==> images/met3.png <==
The bar under the picture is 100 µm long.
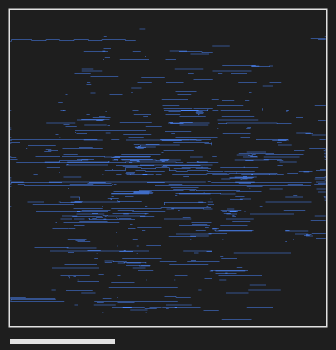
==> images/met2.png <==
The bar under the picture is 100 µm long.
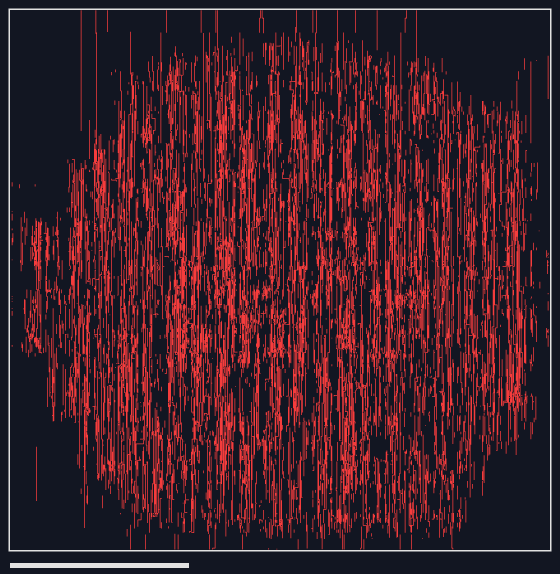
==> images/met1.png <==
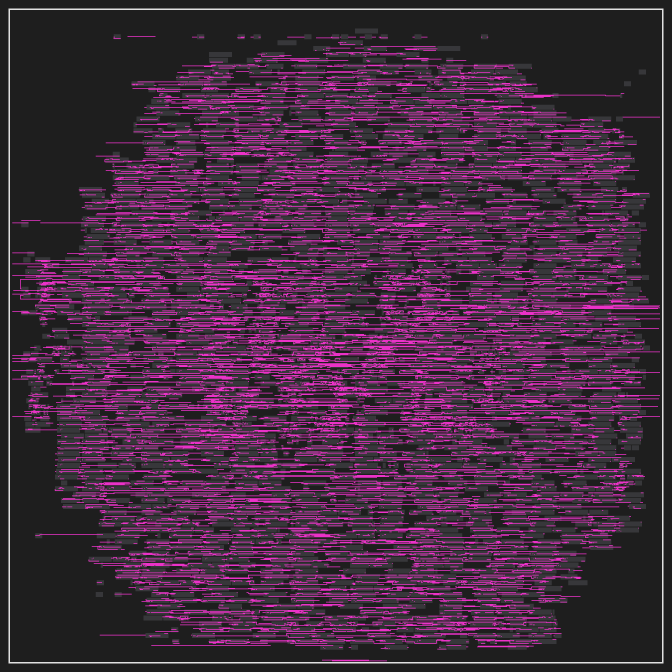
==> images/final_clocks.png <==
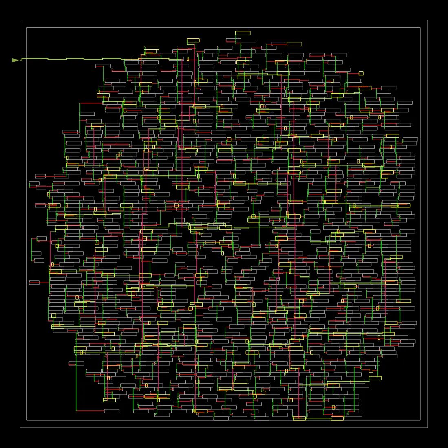
### config.mk
export PLATFORM = sky130hd
export DESIGN_NAME = bsg_downstream_link_rx
export DESIGN_NICKNAME = d
export VERILOG_FILES = /design/src/rtl/bsg_link_pkg.sv /design/src/rtl/bsg_link_rx_fifo.sv /design/src/rtl/bsg_downstream_link_rx.sv
export SDC_FILE = /design/constraint.sdc
export NUM_CORES = 1
export LEC_CHECK = 0
export CORE_MARGIN = 5
export CORE_UTILIZATION = 50
export DETAILED_ROUTE_END_ITERATION = 6
export PLACE_DENSITY = 0.66
export SLEW_MARGIN = 10
export SYNTH_ARGS = -nofsm -noshare
export SYNTH_HDL_FRONTEND = slang
export SYNTH_SLANG_ARGS = --single-unit
### constraint.sdc
create_clock -name clk -period 14.9 [get_ports clk]
set_clock_uncertainty 0.1 [all_clocks]
set_input_delay 3.725 -clock clk [delete_from_list [all_inputs] [get_ports clk]]
set_output_delay 3.725 -clock clk [all_outputs]
set_load 0.01 [all_outputs]
### src/rtl/bsg_link_pkg.sv
// Shared link constants and types for the off-chip link receive path.
// A core word is BEATS beats of {ch1,ch0}, with beat 0 in the low bits.
package bsg_link_pkg;
  localparam int CH_WIDTH        = 8;
  localparam int CORE_WIDTH      = 64;
  localparam int BEATS           = CORE_WIDTH / (2 * CH_WIDTH);
  localparam int ELS_DEF         = 16;
  localparam int TOKEN_BATCH_DEF = 8;

  typedef logic [CORE_WIDTH-1:0]      core_word_t;
  typedef logic [$clog2(BEATS)-1:0]   beat_idx_t;
endpackage

### src/rtl/bsg_link_rx_fifo.sv
// Circular FIFO with registered count. An enqueue while full is accepted
// only when a dequeue frees a slot in the same cycle.
module bsg_link_rx_fifo #(
  parameter int WIDTH = 64,
  parameter int ELS   = 16
) (
  input  logic                     clk,
  input  logic                     rst,
  input  logic                     enq_v_i,
  input  logic [WIDTH-1:0]         enq_data_i,
  input  logic                     deq_v_i,
  output logic [WIDTH-1:0]         deq_data_o,
  output logic                     full_o,
  output logic                     empty_o,
  output logic [$clog2(ELS+1)-1:0] count_o
);
  localparam int PTR_W = (ELS > 1) ? $clog2(ELS) : 1;
  localparam int CNT_W = $clog2(ELS+1);

  logic [WIDTH-1:0] mem_q [ELS];
  logic [PTR_W-1:0] rptr_q, rptr_d, wptr_q, wptr_d;
  logic [CNT_W-1:0] count_q, count_d;
  logic             enq_ok, deq_ok;

  function automatic logic [PTR_W-1:0] ptr_inc(input logic [PTR_W-1:0] p);
    return (p == PTR_W'(ELS-1)) ? '0 : p + 1'b1;
  endfunction

  assign full_o     = (count_q == CNT_W'(ELS));
  assign empty_o    = (count_q == '0);
  assign count_o    = count_q;
  assign deq_data_o = mem_q[rptr_q];

  always_comb begin
    deq_ok  = deq_v_i && !empty_o;
    enq_ok  = enq_v_i && (!full_o || deq_ok);
    rptr_d  = deq_ok ? ptr_inc(rptr_q) : rptr_q;
    wptr_d  = enq_ok ? ptr_inc(wptr_q) : wptr_q;
    count_d = count_q + CNT_W'(enq_ok) - CNT_W'(deq_ok);
  end

  always_ff @(posedge clk) begin
    if (rst) begin
      rptr_q  <= '0;
      wptr_q  <= '0;
      count_q <= '0;
    end else begin
      rptr_q  <= rptr_d;
      wptr_q  <= wptr_d;
      count_q <= count_d;
    end
  end

  // Storage needs no reset; pointers and count define validity.
  always_ff @(posedge clk) begin
    if (enq_ok) mem_q[wptr_q] <= enq_data_i;
  end
endmodule

### src/rtl/bsg_downstream_link_rx.sv
// Link receiver: assembles channel beats into core words, buffers them,
// and returns one token per TOKEN_BATCH words consumed by the core.
module bsg_downstream_link_rx
  import bsg_link_pkg::*;
#(
  parameter int ELS         = ELS_DEF,
  parameter int TOKEN_BATCH = TOKEN_BATCH_DEF
) (
  input  logic                     clk,
  input  logic                     rst,
  input  logic                     io_valid_in,
  input  logic [CH_WIDTH-1:0]      io_data_in_ch0,
  input  logic [CH_WIDTH-1:0]      io_data_in_ch1,
  output logic [CORE_WIDTH-1:0]    core_data_out,
  output logic                     core_valid_out,
  input  logic                     core_yumi_in,
  output logic                     io_token_out,
  output logic [$clog2(ELS+1)-1:0] fifo_count,
  output logic                     overflow_o
);
  localparam int BEAT_W = 2 * CH_WIDTH;
  localparam int TOK_W  = (TOKEN_BATCH > 1) ? $clog2(TOKEN_BATCH) : 1;

  beat_idx_t        beat_cnt_q, beat_cnt_d;
  core_word_t       word_q, word_d, assembled;
  logic [TOK_W-1:0] tok_cnt_q, tok_cnt_d;
  logic             token_q, token_d, overflow_q, overflow_d;
  logic             word_done, deq, fifo_full, fifo_empty;

  always_comb begin
    assembled = word_q;
    assembled[beat_cnt_q*BEAT_W +: BEAT_W] = {io_data_in_ch1, io_data_in_ch0};
    word_done  = io_valid_in && (beat_cnt_q == beat_idx_t'(BEATS-1));
    word_d     = word_q;
    beat_cnt_d = beat_cnt_q;
    if (io_valid_in) begin
      word_d     = assembled;
      beat_cnt_d = word_done ? '0 : beat_cnt_q + 1'b1;
    end

    deq        = core_yumi_in && !fifo_empty;
    // A full FIFO still takes the word if the core frees a slot this cycle.
    overflow_d = overflow_q | (word_done && fifo_full && !deq);

    tok_cnt_d = tok_cnt_q;
    token_d   = 1'b0;
    if (deq) begin
      if (tok_cnt_q == TOK_W'(TOKEN_BATCH-1)) begin
        tok_cnt_d = '0;
        token_d   = 1'b1;
      end else begin
        tok_cnt_d = tok_cnt_q + 1'b1;
      end
    end
  end

  always_ff @(posedge clk) begin
    if (rst) begin
      beat_cnt_q <= '0;
      word_q     <= '0;
      tok_cnt_q  <= '0;
      token_q    <= 1'b0;
      overflow_q <= 1'b0;
    end else begin
      beat_cnt_q <= beat_cnt_d;
      word_q     <= word_d;
      tok_cnt_q  <= tok_cnt_d;
      token_q    <= token_d;
      overflow_q <= overflow_d;
    end
  end

  bsg_link_rx_fifo #(.WIDTH(CORE_WIDTH), .ELS(ELS)) u_fifo (
    .clk       (clk),
    .rst       (rst),
    .enq_v_i   (word_done),
    .enq_data_i(assembled),
    .deq_v_i   (deq),
    .deq_data_o(core_data_out),
    .full_o    (fifo_full),
    .empty_o   (fifo_empty),
    .count_o   (fifo_count)
  );

  assign core_valid_out = !fifo_empty;
  assign io_token_out   = token_q;
  assign overflow_o     = overflow_q;
endmodule

==> flow_summary.html <==
<h2>Synthesis and place &amp; route</h2>
<table>
<tr><th>Metric</th><th>Value</th></tr>
<tr><th colspan="2">Final timing</th></tr>
<tr><td>Transition at the pin with the smallest max-transition slack</td><td>between 1 and 1.5 ns</td></tr>
<tr><td>Final-report setup violation count</td><td>0</td></tr>
<tr><td>Final min period</td><td>between 8 and 9 ns</td></tr>
<tr><td>Hold Violations, Final</td><td>0</td></tr>
<tr><td>Accumulated negative setup slack</td><td>0 ns</td></tr>
<tr><td>Final Cycle Share</td><td>56.3%</td></tr>
<tr><th colspan="2">CTS</th></tr>
<tr><td>Worst skew pair latency</td><td>roughly 0.7 ns</td></tr>
<tr><td>Cells resized by post-CTS repair</td><td>0</td></tr>
<tr><td>CTS Hold Buffers Added</td><td>0</td></tr>
<tr><td>Post-CTS setup buffers</td><td>0</td></tr>
<tr><td>CTS tree</td><td>done</td></tr>
<tr><td>CTS Root Cell</td><td>sky130_fd_sc_hd__clkbuf_16</td></tr>
<tr><th colspan="2">Die</th></tr>
<tr><td>Die area</td><td>about 0.09 mm²</td></tr>
<tr><td>I/O pin count</td><td>92</td></tr>
<tr><td>Fp_density</td><td>about half</td></tr>
<tr><th colspan="2">Global routing</th></tr>
<tr><td>Global route overflow</td><td>0</td></tr>
<tr><td>Largest net degree at the start of global routing</td><td>between 150 and 200</td></tr>
<tr><td>Overall routing resource usage</td><td>between 20 and 25%</td></tr>
<tr><th colspan="2">Yosys</th></tr>
<tr><td>Mean area per synthesized cell</td><td>~20 µm²</td></tr>
<tr><td>Count of library flops with an enable pin</td><td>roughly 1000</td></tr>
<tr><td>Unique cell type count in the Yosys netlist</td><td>45</td></tr>
<tr><td>Primary FF master, synth</td><td>sky130_fd_sc_hd__edfxtp_1</td></tr>
<tr><td>Number of instances in the synthesized netlist</td><td>between 2000 and 2500</td></tr>
<tr><td>Yosys cell count</td><td>2156</td></tr>
<tr><th colspan="2">Setup path</th></tr>
<tr><td>Endpoint arrival time on the critical path</td><td>roughly 4.6 ns</td></tr>
<tr><td>Slowest cell on the critical path</td><td>sky130_fd_sc_hd__buf_4</td></tr>
<tr><td>Critical path capture point type</td><td>primary output</td></tr>
<tr><td>Largest delay contributor family on the critical path</td><td>buffers and inverters</td></tr>
<tr><td>Maximum single-stage delay on the critical path</td><td>~0.92 ns</td></tr>
<tr><th colspan="2">Layout</th></tr>
<tr><td>Register area</td><td>between 0.03 and 0.04 mm²</td></tr>
<tr><td>Ratio of cells with drive above 1 in the final layout</td><td>between 20 and 25%</td></tr>
<tr><td>Post-layout util</td><td>57.3%</td></tr>
<tr><td>Fill cells</td><td>6203</td></tr>
<tr><td>Layout-stage area growth over the synthesis result</td><td>14.1%</td></tr>
<tr><td>Most common cell after layout, fill and taps aside</td><td>sky130_fd_sc_hd__edfxtp_1</td></tr>
<tr><th colspan="2">Routing</th></tr>
<tr><td>DRT antenna net count</td><td>0</td></tr>
<tr><td>Residual DRC count</td><td>0</td></tr>
<tr><td>Number of DRC markers after the initial detailed-route iteration</td><td>around 2600</td></tr>
<tr><td>Routed len/inst</td><td>28.1 µm</td></tr>
<tr><th colspan="2">Pwr</th></tr>
<tr><td>Post-layout total power</td><td>between 7 and 8 mW</td></tr>
<tr><th colspan="2">Min path</th></tr>
<tr><td>Worst hold-check path type</td><td>reg2reg</td></tr>
<tr><th colspan="2">Place</th></tr>
<tr><td>Post-DP HPWL</td><td>between 50000 and 60000 µm</td></tr>
<tr><th colspan="2">Status</th></tr>
<tr><td>Run status</td><td>completed</td></tr>
</table>
About met3.png:
The wires run mostly horizontal. The layer carries 8630 µm of wire. The layer holds 8.7% of the routed length. 239 nets have wire on it.

About met2.png:
The longest straight run is 90.0 µm. 2073 nets have wire on it. The layer carries 47.2 mm of wire. The wires run mostly vertical.

About met1.png:
The layer carries 41.5 mm of wire. The layer holds 42% of the routed length.
routed vias: 21500
total wirelength of the detailed-routed design: 99400 µm
global routing usage on met1: 32.5%

About final_clocks.png:
Flop Count: 1112
CLK BUF: 134
clock buffer count from CTS: 110

==> power breakdown <==
group / total, mW / switching [mW] / internal, mW
clock network: 2.76 / 1.16 / 1.60
registers: 3.43 / 0.0281 / 3.41
logic: 0.882 / 0.439 / 0.443
total: 7.08 / 1.63 / 5.45
==> routing by layer <==
layer | track usage (%) | part of all wire (%) | vias up
met1 | 32.5 | 42 | 11400
met4 | 5.50 | 2.0 | 2
li1 | - | - | 9021
met5 | 0 | 0.013 | -
met2 | 34.8 | 48 | 971
met3 | 4.08 | 8.7 | 134
==> per-stage QoR <==
stage	instances	instance area [µm²]	worst slack, ns
floorplan	2156	42700	5.78
detailed placement	3328	45000	7.05
global placement	3326	45000	6.94
CTS	3537	48700	6.29
finish	3538	48700	6.50
global route	3538	48700	6.01
==> logic make-up (layout without fill, tap and decap cells) <==
family	Yosys count	after routing	share of synthesized area, %
compound gates	279	279	4.47
xor+xnor	4	4	0.0821
fa+ha+maj	19	19	0.575
buf+inv	217	455	2.35
flops	1112	1112	76.2
mux	259	259	13.6
simple gates	266	266	2.74
==> area by class of cell <==
| cell class | count | share of cell area, % |
|---|---|---|
| clock buffer | 134 | 5.97 |
| clock inverter | 75 | 1.51 |
| inverter | 78 | 0.601 |
| multi-input combinational | 827 | 19.1 |
| sequential | 1112 | 66.8 |
| tap | 1144 | 2.94 |
| timing repair buffer | 168 | 3.13 |
==> final timing paths <==
check / startpoint / endpoint / depth (start not counted)
setup / recovery: flop / core_data_out[63] / 6
hold / removal: tok_cnt_q[2] / tok_cnt_q[2] / 2
setup reg to reg: beat_cnt_q[0] / u_fifo.mem_q[6][15] / 5
hold reg to reg: tok_cnt_q[2] / tok_cnt_q[2] / 2
==> flip-flops by register name, summed over array words and instances (netlist names), named ones only <==
name	flops
u_fifo.wptr_q	4
word_q	64
u_fifo.rptr_q	4
io_token_out	1
overflow_o	1
tok_cnt_q	3
beat_cnt_q	2
u_fifo.mem_q	1024
u_fifo.count_o	5
==> synth_stat cells (10+ instances only) <==
library cell / count / share of area [%]
sky130_fd_sc_hd__buf_2: 27 / 0.32
sky130_fd_sc_hd__nand2_1: 137 / 1.2
sky130_fd_sc_hd__dfxtp_1: 88 / 4.1
sky130_fd_sc_hd__mux4_2: 256 / 14
sky130_fd_sc_hd__and3_1: 15 / 0.22
sky130_fd_sc_hd__clkbuf_2: 12 / 0.14
sky130_fd_sc_hd__a21oi_1: 14 / 0.16
sky130_fd_sc_hd__buf_4: 11 / 0.19
sky130_fd_sc_hd__ha_1: 18 / 0.53
sky130_fd_sc_hd__o21ai_0: 55 / 0.65
sky130_fd_sc_hd__nor2_1: 76 / 0.67
sky130_fd_sc_hd__buf_6: 13 / 0.34
sky130_fd_sc_hd__edfxtp_1: 1024 / 72
sky130_fd_sc_hd__buf_1: 14 / 0.12
sky130_fd_sc_hd__o21ai_1: 10 / 0.12
sky130_fd_sc_hd__clkbuf_1: 62 / 0.55
sky130_fd_sc_hd__a22oi_1: 192 / 3.4
sky130_fd_sc_hd__inv_1: 78 / 0.69
Power and IR drop assume default switching activity.
